==> run_1/m1.png <==
The bar under the picture is 20 µm long. Supply wires on this layer in gray.
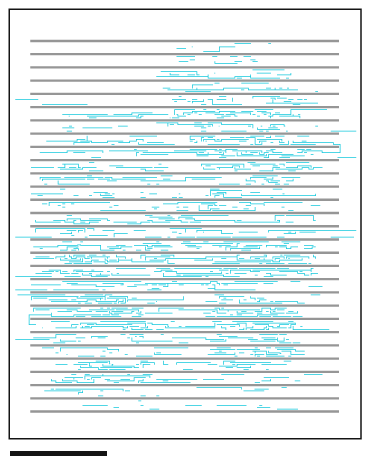
==> run_1/m2.png <==
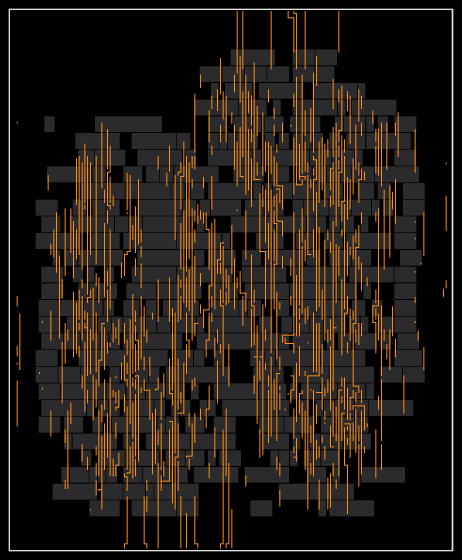
==> run_1/m3.png <==
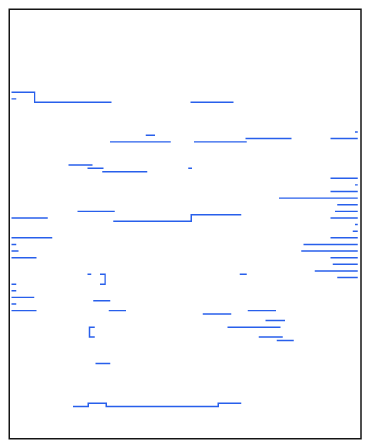
[config.mk]
export PLATFORM = sky130hd
export DESIGN_NAME = fetch_ctrl
export DESIGN_NICKNAME = d
export VERILOG_FILES = /design/src/rtl/fetch_ctrl.sv
export SDC_FILE = /design/constraint.sdc
export NUM_CORES = 1
export LEC_CHECK = 0
export ABC_CLOCK_PERIOD_IN_PS = 2400
export CAP_MARGIN = 5
export CORE_ASPECT_RATIO = 1.25
export CORE_MARGIN = 4
export CORE_UTILIZATION = 52
export DETAILED_ROUTE_END_ITERATION = 10
export GPL_TIMING_DRIVEN = 0
export PLACE_DENSITY = 0.89
export REMOVE_ABC_BUFFERS = 1
export SKIP_LAST_GASP = 1
export SLEW_MARGIN = 25
export SYNTH_ARGS = -nofsm -noshare
export SYNTH_HDL_FRONTEND = slang
export SYNTH_SLANG_ARGS = --single-unit
[constraint.sdc]
create_clock -name clk -period 2.4 [get_ports clk]
set_input_delay 0.36 -clock clk [delete_from_list [all_inputs] [get_ports clk]]
set_output_delay 0.36 -clock clk [all_outputs]
set_load 0.01 [all_outputs]
[src/rtl/fetch_ctrl.sv]
// Fetch-stage sequencer: PC / IF-ID / ID-EX enables and flushes, hazard
// arbitration, saturating perf counters and a sticky imem timeout flag.
module fetch_ctrl #(
  parameter int INIT_CYCLES = 2,
  parameter int MEM_TIMEOUT = 16
) (
  input  logic        clk,
  input  logic        rst,
  input  logic        ex_stall,
  input  logic        jump_en,
  input  logic        load_use_hazard,
  input  logic        imem_ready,
  output logic        pc_en,
  output logic        ifid_en,
  output logic        ifid_flush,
  output logic        idex_flush,
  output logic        fetch_valid,
  output logic [1:0]  state,
  output logic [15:0] flush_count,
  output logic [15:0] stall_cycles,
  output logic        mem_timeout
);

  // state    | meaning
  // INIT     | post-reset bubbles, inputs ignored
  // RUN      | normal fetch
  // STALL    | last cycle held by ex_stall or load-use
  // MEM_WAIT | last cycle waited on instruction memory
  typedef enum logic [1:0] {
    S_INIT     = 2'd0,
    S_RUN      = 2'd1,
    S_STALL    = 2'd2,
    S_MEM_WAIT = 2'd3
  } state_t;

  localparam logic [15:0] INIT_LAST = 16'(INIT_CYCLES - 1);
  localparam logic [7:0]  WAIT_LAST = 8'(MEM_TIMEOUT - 1);

  state_t      state_q, state_d;
  logic [15:0] init_cnt_q, init_cnt_d;
  logic [15:0] flush_count_q, flush_count_d;
  logic [15:0] stall_cycles_q, stall_cycles_d;
  logic [7:0]  wait_cnt_q, wait_cnt_d;
  logic        mem_timeout_q, mem_timeout_d;

  always_comb begin
    pc_en          = 1'b0;
    ifid_en        = 1'b1;
    ifid_flush     = 1'b1;
    idex_flush     = 1'b1;
    fetch_valid    = 1'b0;
    state_d        = state_q;
    init_cnt_d     = init_cnt_q;
    flush_count_d  = flush_count_q;
    stall_cycles_d = stall_cycles_q;
    wait_cnt_d     = wait_cnt_q;
    mem_timeout_d  = mem_timeout_q;

    if (rst) begin
      state_d = S_INIT;
    end else if (state_q == S_INIT) begin
      if (init_cnt_q >= INIT_LAST) state_d = S_RUN;
      else                         init_cnt_d = init_cnt_q + 16'd1;
    end else begin
      wait_cnt_d = '0;
      if (ex_stall) begin
        ifid_en        = 1'b0;
        ifid_flush     = 1'b0;
        idex_flush     = 1'b0;
        state_d        = S_STALL;
        stall_cycles_d = (stall_cycles_q == 16'hFFFF) ? stall_cycles_q : stall_cycles_q + 16'd1;
      end else if (jump_en) begin
        pc_en         = 1'b1;
        state_d       = S_RUN;
        flush_count_d = (flush_count_q == 16'hFFFF) ? flush_count_q : flush_count_q + 16'd1;
      end else if (load_use_hazard) begin
        ifid_en        = 1'b0;
        ifid_flush     = 1'b0;
        state_d        = S_STALL;
        stall_cycles_d = (stall_cycles_q == 16'hFFFF) ? stall_cycles_q : stall_cycles_q + 16'd1;
      end else if (!imem_ready) begin
        idex_flush = 1'b0;
        state_d    = S_MEM_WAIT;
        wait_cnt_d = (wait_cnt_q == 8'hFF) ? wait_cnt_q : wait_cnt_q + 8'd1;
        if (wait_cnt_q == WAIT_LAST) mem_timeout_d = 1'b1;
      end else begin
        pc_en       = 1'b1;
        ifid_flush  = 1'b0;
        idex_flush  = 1'b0;
        fetch_valid = 1'b1;
        state_d     = S_RUN;
      end
    end
  end

  always_ff @(posedge clk) begin
    if (rst) begin
      state_q        <= S_INIT;
      init_cnt_q     <= '0;
      flush_count_q  <= '0;
      stall_cycles_q <= '0;
      wait_cnt_q     <= '0;
      mem_timeout_q  <= 1'b0;
    end else begin
      state_q        <= state_d;
      init_cnt_q     <= init_cnt_d;
      flush_count_q  <= flush_count_d;
      stall_cycles_q <= stall_cycles_d;
      wait_cnt_q     <= wait_cnt_d;
      mem_timeout_q  <= mem_timeout_d;
    end
  end

  assign state        = state_q;
  assign flush_count  = flush_count_q;
  assign stall_cycles = stall_cycles_q;
  assign mem_timeout  = mem_timeout_q;

endmodule

==> out/metrics.yaml, run 1 <==
clock_tree:
  clock-sinks: 59
  hold_buffers: 0
routing:
  drtIter0Drc: 147
  wl_met1_mm: 2.63
  top_layer: "met4"
  routedWlPerCell_um: 14.3
  viasPerCell: 5.70
die:
  io_pins: 46
  n_tap_cell: 60
  dieWidth_um: 72.0
worst_setup_path:
  path_cells: "clkdlybuf4s50_1 -> nor2b_4 -> nor3_4 -> o31ai_1 -> clkdlybuf4s50_1"
  crit_path_end_kind: "output pin"
  critPathLaunchType: "input pin"
  crit_type: "input pin to output pin"
min_path:
  hold_depth: 2
timing:
  fin_crit_ns: 2.25
  worst_pin_slew_ns: 0.798
  whs_ns: 0.397
yosys:
  yosysWarnings: 0
  yosys_most_used_dff: "dfxtp_1"
  ys_types: 42
  yosys.area.top_type: "dfxtp_1"
  topCellsByArea: "dfxtp_1 44%, xnor2_1 9.2%, nor2_1 6.8%"
cells_and_area:
  drive_gt1_share_pct: 7.73
  signal_buffers: 46
  n_all_inverters: 6
  sh_seq_area_pct: 34.6
  seq_cells: 59
  area_growth_pct: 28.2
global_routing:
  gr-max-usage-layer: "met2"
  grt_antenna_before_repair: 0
placement:
  dpl_cell_area_mm2: 0.00317
  gp_congestion: 0.846
  dp_cells: 406
pwr:
  p_switching_mw: 0.713
run_status:
  outcome: "complete, no violations"
## Picture notes: m1.png
- main direction: horizontal
- nets with wire on the layer: 339
- longest straight run: 17.9 µm
- wire length on this layer: 2,630 µm

## Picture notes: m2.png
- share of all routed wire: 49%
- wire length on this layer: 2,960 µm
- nets with wire on the layer: 326
- longest straight run: 27.5 µm
WL final: 6.02 mm
via count: 2,404
met2 Usage GRT: 35.4%

## Picture notes: m3.png
- nets with wire on the layer: 47
- longest straight run: 23.0 µm

run 1: cells by family after synthesis:
group | count (synthesis) | share of synthesized area [%]
flip-flops | 59 | 44.4
multiplexers | 2 | 0.753
buffers and inverters | 14 | 2.02
adder cells (fa/ha/maj) | 6 | 2.82
XOR/XNOR | 29 | 9.55
AND/OR/NAND/NOR | 168 | 33.5
AND-OR/OR-AND | 30 | 6.96
run 1: cells in the mapped netlist, drive strengths merged (6+ instances only):
library cell / instances
dfxtp: 59
nor2: 49
xnor2: 28
nor3: 23
nand3: 20
nand2: 15
nor2b: 15
nor4: 11
a21oi: 9
o21ai: 9
clkbuf: 7
nand4: 7
and4: 6
ha: 6
inv: 6
run 1: state kept, by name (all words and copies together) (netlist names):
name	flops
flush_count	16
mem_timeout	1
init_cnt_q	16
state	2
stall_cycles	16
wait_cnt_q	8
==> run 2: changes to the inputs <==
==> constraint.sdc (replaced) <==
create_clock -name clk -period 2.4 [get_ports clk]
set_input_delay 0.48 -clock clk [delete_from_list [all_inputs] [get_ports clk]]
set_output_delay 0.48 -clock clk [all_outputs]
set_load 0.01 [all_outputs]
==> run_2/congestion_map.png <==
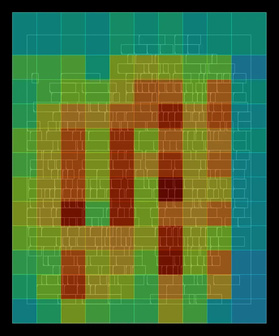
met1 Usage GRT: 25.1%
Total GRT Usage: 21.1%

==> out/metrics.yaml, run 2 <==
yosys:
  simple_gate_share_pct: 33.5
  xor_area_share_pct: 9.55
  compound_area_share_pct: 6.96
  topCombFamilyByArea: "simple AND/OR/NAND/NOR gates"
  synthTopCellsByCount: "59 x dfxtp_1, 48 x nor2_1, 28 x xnor2_1"
  ys_types: 42
  mux_share_pct: 0.753
  yosys.area.top_type: "dfxtp_1"
  top_cell: "dfxtp_1"
timing:
  fin_crit_ns: 2.28
  worst_pin_slew_ns: 0.819
  whs_ns: 0.465
worst_setup_path:
  crit_type: "input pin to output pin"
  path_cells: "dlygate4sd2_1 -> nor2b_4 -> nor3_4 -> o21ai_0 -> clkdlybuf4s50_1"
  crit_path_end_kind: "output pin"
min_path:
  hold_depth: 1
die:
  io_pins: 46
  dieWidth_um: 72.0
clock_tree:
  clock-sinks: 59
routing:
  wl_met1_mm: 2.59
  vias: 2406
  routedWlPerCell_um: 14.3
  wl_mm: 6.05
placement:
  gp_congestion: 0.846
cells_and_area:
  drive_gt1_share_pct: 7.99
run_status:
  outcome: "complete, no violations"
global_routing:
  met2_usage_pct: 35.4
  grt_antenna_before_repair: 0
  gr-max-usage-layer: "met2"
[run 2: netlist changes by cell type in the layout (fill, tap and decap cells not counted), sizes merged]
| cell | change |
|---|---|
| clkdlybuf4s50 | -5 |
| buf | +1 |
| dlygate4sd2 | +5 |
[run 2: area by class of cell]
cell class	count	area, µm²
Clock buffer	12	165
Clock inverter	4	47.5
Fill cell	358	1420
Inverter	6	22.5
Multi-Input combinational cell	235	1460
Sequential cell	59	1180
Tap cell	60	75.1
Timing Repair Buffer	47	469
[run 2: repair_timing]
item,4_1_cts,5_1_grt
endpoints found under the setup margin,6,12
endpoints found under the hold margin,0,0
buffers inserted,1,0
resized,9,3
hold buffers,0,0
Power is estimated from default activity; no workload was simulated.
